### config.mk
export PLATFORM = sky130hd
export DESIGN_NAME = board_move_ctrl
export DESIGN_NICKNAME = d
export VERILOG_FILES = /design/src/rtl/board_move_ctrl.sv
export SDC_FILE = /design/constraint.sdc
export NUM_CORES = 1
export LEC_CHECK = 0
export CORE_ASPECT_RATIO = 0.6
export CORE_MARGIN = 5
export CORE_UTILIZATION = 45
export DETAILED_ROUTE_END_ITERATION = 10
export GPL_TIMING_DRIVEN = 0
export PLACE_DENSITY = 0.75
export SYNTH_ARGS = -nofsm -noshare
export SYNTH_HDL_FRONTEND = slang
export SYNTH_SLANG_ARGS = --single-unit
### constraint.sdc
create_clock -name clk -period 3.3 [get_ports clk]
set_input_delay 0.495 -clock clk [delete_from_list [all_inputs] [get_ports clk]]
set_output_delay 0.495 -clock clk [all_outputs]
set_load 0.02 [all_outputs]
### src/rtl/board_move_ctrl.sv
// Turn-based movement sequencer for two board pieces on a serpentine COLSxROWS board.
// Optional macro HOP_ARC_EN lifts the moving sprite along a jump arc during each hop.
module board_move_ctrl #(
  parameter int TILE_PX    = 32,
  parameter int COLS       = 8,
  parameter int ROWS       = 8,
  parameter int ORIGIN_X   = 192,
  parameter int ORIGIN_Y   = 112,
  parameter int HOP_FRAMES = 8
) (
  input  logic       clk,
  input  logic       reset,
  input  logic       frame_tick,
  input  logic       move_req,
  input  logic [2:0] move_steps,
  output logic       busy,
  output logic       move_done,
  output logic       turn,
  output logic       game_over,
  output logic       winner,
  output logic [9:0] p0_x,
  output logic [9:0] p0_y,
  output logic [9:0] p1_x,
  output logic [9:0] p1_y,
  output logic [5:0] p0_tile,
  output logic [5:0] p1_tile
);

  localparam int SW = (HOP_FRAMES > 1) ? $clog2(HOP_FRAMES) : 1;
  localparam int CW = (COLS > 1) ? $clog2(COLS) : 1;
  localparam int RW = (ROWS > 1) ? $clog2(ROWS) : 1;
  localparam logic [9:0]    X0        = 10'(ORIGIN_X + (TILE_PX - 16) / 2);
  localparam logic [9:0]    Y0        = 10'(ORIGIN_Y + (ROWS - 1) * TILE_PX + (TILE_PX - 16) / 2);
  localparam logic [9:0]    PIX_V     = 10'(TILE_PX / HOP_FRAMES);
  localparam logic [9:0]    TILE_V    = 10'(TILE_PX);
  localparam logic [5:0]    LAST_TILE = 6'(COLS * ROWS - 1);
  localparam logic [SW-1:0] SUB_LAST  = SW'(HOP_FRAMES - 1);
  localparam logic [CW-1:0] COL_LAST  = CW'(COLS - 1);

  typedef enum logic [1:0] {IDLE = 2'd0, HOP = 2'd1, LAND = 2'd2, OVER = 2'd3} state_t;

  state_t        state_r, state_s;
  logic [SW-1:0] sub_r, sub_s;
  logic [2:0]    steps_r, steps_s;
  logic          mover_r, mover_s;
  logic [9:0]    hx_r, hx_s, hy_r, hy_s;
  logic [5:0]    tile_r [2];
  logic [5:0]    tile_s [2];
  logic [CW-1:0] col_r [2];
  logic [CW-1:0] col_s [2];
  logic [RW-1:0] row_r [2];
  logic [RW-1:0] row_s [2];
  logic [9:0]    x_r [2];
  logic [9:0]    x_s [2];
  logic [9:0]    yb_r [2];
  logic [9:0]    yb_s [2];
  logic [9:0]    py_r [2];
  logic [9:0]    py_s [2];
  logic          busy_r, busy_s, done_r, done_s, turn_r, turn_s;
  logic          over_r, over_s, win_r, win_s;
  logic          accept_s, row_end_s, last_sub_s;

`ifdef HOP_ARC_EN
  function automatic logic [9:0] lift_px(input logic [SW-1:0] s);
    logic [9:0] up;
    logic [9:0] dn;
    logic [9:0] m;
    up = 10'(s);
    dn = 10'(HOP_FRAMES) - up;
    m  = (up < dn) ? up : dn;
    return m + m;
  endfunction
`endif

  assign accept_s   = (state_r == IDLE) && move_req && (move_steps != 3'd0);
  assign last_sub_s = (sub_r == SUB_LAST);
  // The turning end of a row is its last column in travel direction; the hop there goes up a row.
  assign row_end_s  = row_r[mover_r][0] ? (col_r[mover_r] == {CW{1'b0}})
                                        : (col_r[mover_r] == COL_LAST);

  // State register.
  always_ff @(posedge clk) begin
    if (reset) begin
      state_r <= IDLE;
    end else begin
      state_r <= state_s;
    end
  end

  // Next-state logic.
  always_comb begin
    state_s = state_r;
    case (state_r)
      IDLE: begin
        if (accept_s) state_s = HOP;
        else          state_s = IDLE;
      end
      HOP: begin
        if (frame_tick && last_sub_s &&
            (steps_r == 3'd1 || tile_r[mover_r] == LAST_TILE - 6'd1)) state_s = LAND;
        else state_s = HOP;
      end
      LAND: begin
        if (tile_r[mover_r] == LAST_TILE) state_s = OVER;
        else                              state_s = IDLE;
      end
      OVER:    state_s = OVER;
      default: state_s = IDLE;
    endcase
  end

  // Datapath and output next values; snapping reloads the coordinate from the hop base.
  always_comb begin
    sub_s   = sub_r;
    steps_s = steps_r;
    mover_s = mover_r;
    hx_s    = hx_r;
    hy_s    = hy_r;
    busy_s  = busy_r;
    done_s  = 1'b0;
    turn_s  = turn_r;
    over_s  = over_r;
    win_s   = win_r;
    tile_s  = tile_r;
    col_s   = col_r;
    row_s   = row_r;
    x_s     = x_r;
    yb_s    = yb_r;
    case (state_r)
      IDLE: begin
        if (accept_s) begin
          steps_s = move_steps;
          mover_s = turn_r;
          sub_s   = {SW{1'b0}};
          busy_s  = 1'b1;
          hx_s    = x_r[turn_r];
          hy_s    = yb_r[turn_r];
        end else begin
          busy_s  = 1'b0;
        end
      end
      HOP: begin
        if (frame_tick && last_sub_s) begin
          sub_s            = {SW{1'b0}};
          tile_s[mover_r]  = tile_r[mover_r] + 6'd1;
          steps_s          = steps_r - 3'd1;
          if (row_end_s) begin
            row_s[mover_r] = row_r[mover_r] + RW'(1'b1);
            hy_s           = hy_r - TILE_V;
          end else if (row_r[mover_r][0]) begin
            col_s[mover_r] = col_r[mover_r] - CW'(1'b1);
            hx_s           = hx_r - TILE_V;
          end else begin
            col_s[mover_r] = col_r[mover_r] + CW'(1'b1);
            hx_s           = hx_r + TILE_V;
          end
          x_s[mover_r]     = hx_s;
          yb_s[mover_r]    = hy_s;
        end else if (frame_tick) begin
          sub_s = sub_r + SW'(1'b1);
          if (row_end_s)               yb_s[mover_r] = yb_r[mover_r] - PIX_V;
          else if (row_r[mover_r][0])  x_s[mover_r]  = x_r[mover_r] - PIX_V;
          else                         x_s[mover_r]  = x_r[mover_r] + PIX_V;
        end else begin
          sub_s = sub_r;
        end
      end
      LAND: begin
        busy_s = 1'b0;
        done_s = 1'b1;
        if (tile_r[mover_r] == LAST_TILE) begin
          over_s = 1'b1;
          win_s  = mover_r;
        end else begin
          turn_s = ~turn_r;
        end
      end
      OVER:    busy_s = 1'b0;
      default: busy_s = 1'b0;
    endcase
  end

  // Sprite y output: the base row position, optionally raised by the hop arc.
  always_comb begin
    py_s = yb_s;
`ifdef HOP_ARC_EN
    if (state_s == HOP) py_s[mover_s] = yb_s[mover_s] - lift_px(sub_s);
    else                py_s[mover_s] = yb_s[mover_s];
`endif
  end

  // Datapath and output registers.
  always_ff @(posedge clk) begin
    if (reset) begin
      sub_r   <= {SW{1'b0}};
      steps_r <= 3'd0;
      mover_r <= 1'b0;
      hx_r    <= X0;
      hy_r    <= Y0;
      busy_r  <= 1'b0;
      done_r  <= 1'b0;
      turn_r  <= 1'b0;
      over_r  <= 1'b0;
      win_r   <= 1'b0;
      for (int i = 0; i < 2; i++) begin
        tile_r[i] <= 6'd0;
        col_r[i]  <= {CW{1'b0}};
        row_r[i]  <= {RW{1'b0}};
        x_r[i]    <= X0;
        yb_r[i]   <= Y0;
        py_r[i]   <= Y0;
      end
    end else begin
      sub_r   <= sub_s;
      steps_r <= steps_s;
      mover_r <= mover_s;
      hx_r    <= hx_s;
      hy_r    <= hy_s;
      busy_r  <= busy_s;
      done_r  <= done_s;
      turn_r  <= turn_s;
      over_r  <= over_s;
      win_r   <= win_s;
      tile_r  <= tile_s;
      col_r   <= col_s;
      row_r   <= row_s;
      x_r     <= x_s;
      yb_r    <= yb_s;
      py_r    <= py_s;
    end
  end

  assign busy      = busy_r;
  assign move_done = done_r;
  assign turn      = turn_r;
  assign game_over = over_r;
  assign winner    = win_r;
  assign p0_x      = x_r[0];
  assign p0_y      = py_r[0];
  assign p1_x      = x_r[1];
  assign p1_y      = py_r[1];
  assign p0_tile   = tile_r[0];
  assign p1_tile   = tile_r[1];

endmodule

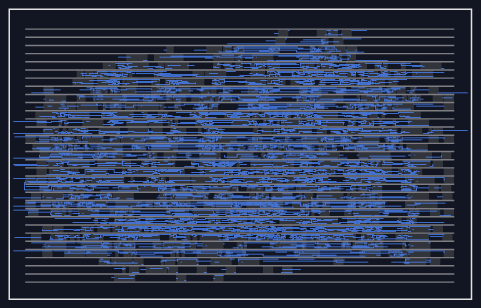
**Above:** signal wires on met1.
Drawn at 3 px/um. Supply wires on this layer in grey.
wire length on this layer: 8640 um
main direction: horizontal
share of all routed wire: 46%
nets with wire on the layer: 731
vias: 5692
routed wire length: 19000 um

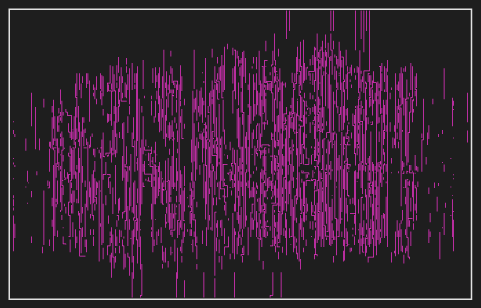
**Above:** metal 2.
Drawn at 3 px/um.
wire length on this layer: 7690 um
share of all routed wire: 41%
main direction: vertical

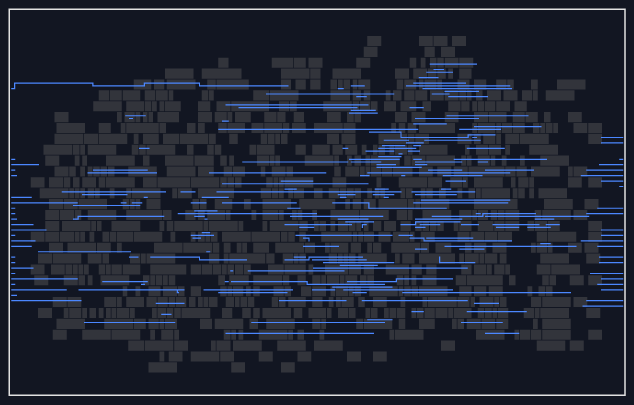
**Above:** the metal 3 layer.
Drawn at 4 px/um.
longest straight run: 49.7 um
nets with wire on the layer: 165
main direction: horizontal
share of all routed wire: 12%

==> flow_summary_export.csv <==
group,metric,value,unit
detailed_routing,firstDrtPassIters,6,
pwr,pg_clk,1.11,mW
clocking,clk_pin_slew,0.07,ns
timing,period_minus_slack,3.16,ns
worst_setup_path,worstPathRequired,3.54,ns
floorplanning,ioPinCount,64,
clocking,htreeDepth,3,
layout,final_layout_top_logic_cells,"dfxtp_1, nand2_1, a21oi_1",
detailed_routing,vias_per_cell,6.11,
place,gp_congestion,0.977,
detailed_routing,wl_met1,8640,um
synthesis,synth.avg_cell_area,8.20,sq um
layout,combGateArea,0.00345,sq mm
synthesis,ys_sh_simple,20.1,%
timing,hold_viol,0,
synthesis,yosys.area_share.xor_xnor,5.82,%
synthesis,ys_chip_area,0.00557,sq mm
layout,fin_util,57.2,%
pwr,combPwrFrac,8.7,%
pwr,pwr-share-clk,44.2,%
timing,timing.hold.ws,0.453,ns
timing,timing.final.crit_share,95.7,%
synthesis,yosys.area_share.adder,4.18,%
layout,num-nonclk-inverters,18,
clocking,cts.sinks,94,
worst_setup_path,crit_path_end,"p0_x[6]",
outcome,outcome,"finished, final reports clean",
layout,lay_top_count,"dfxtp_1",
timing,max_freq,0.317,GHz
place,io_buffers,62,
clocking,numCtsBuffers,9,
global_route,antenna_found_initial,0,
worst_setup_path,path_class,"flip-flop to flip-flop",
run,tool_warnings,31,
synthesis,synth_area,0.00557,sq mm
floorplanning,rows,31,
layout,seq_area,0.00188,sq mm
layout,buf_share,14.1,%
worst_setup_path,crit_family,"buffers and inverters",
floorplanning,n_tap_cell,165,
worst_setup_path,crit_chain,"buf_6 -> buf_8 -> buf_16 -> buf_12 -> mux2i_4 -> inv_1 -> ha_1 -> ha_2 -> a221oi_4 -> buf_6 -> mux2i_2 -> o21ai_0 -> a221o_1",
global_route,grt_pass1_wl,29300,um
place,hpwl,13700,um
place,post_dp_cell_area,0.00639,sq mm
global_route,grt-ovfl-total,0,
layout,fin_cells,931,
run,maxCapViolCount,0,
timing,slew-limit-headroom,41.1,%
clocking,cts_tree,"built",
worst_setup_path,worst-path-stages,13,
synthesis,ys_types,66,
synthesis,synthCells,679,
synthesis,edf_count,0,
synthesis,ys_async_sr_fraction,0,%
hold_path,min_path_type,"flip-flop to flip-flop",
pwr,p_seq,1.18,mW
clocking,holdBufCountCts,0,
synthesis,common_cells,"dfxtp_1, nand2_1, a21oi_1, nor2_1, mux2i_1",
worst_setup_path,r2r_start,"mover_r",
worst_setup_path,r2r-end,"p0_x[6]",
worst_setup_path,cp.buffers_inverters,6,
floorplanning,coreArea,0.0121,sq mm
timing,slew_viol_final,0,
clocking,clock_tree.buffer_depth,2,
synthesis,top_area_share,33.8,%
worst_setup_path,cp_common_cell,"buf_6",
worst_setup_path,reg2reg_depth,13,
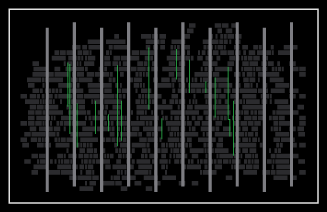
**Above:** metal 4.
Drawn at 2 px/um. Supply wires on this layer in grey.
longest straight run: 40.1 um
wire length on this layer: 323 um
main direction: vertical
share of all routed wire: 1.7%

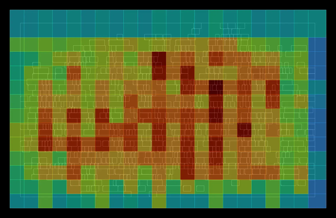
**Above:** congestion heat map.
Global Route met3 Usage: 5.80%
average wire per standard cell: 20.4 um
All-Layer GR Usage: 25.6%

No activity file was given, so power comes from the tool's default toggle rates.
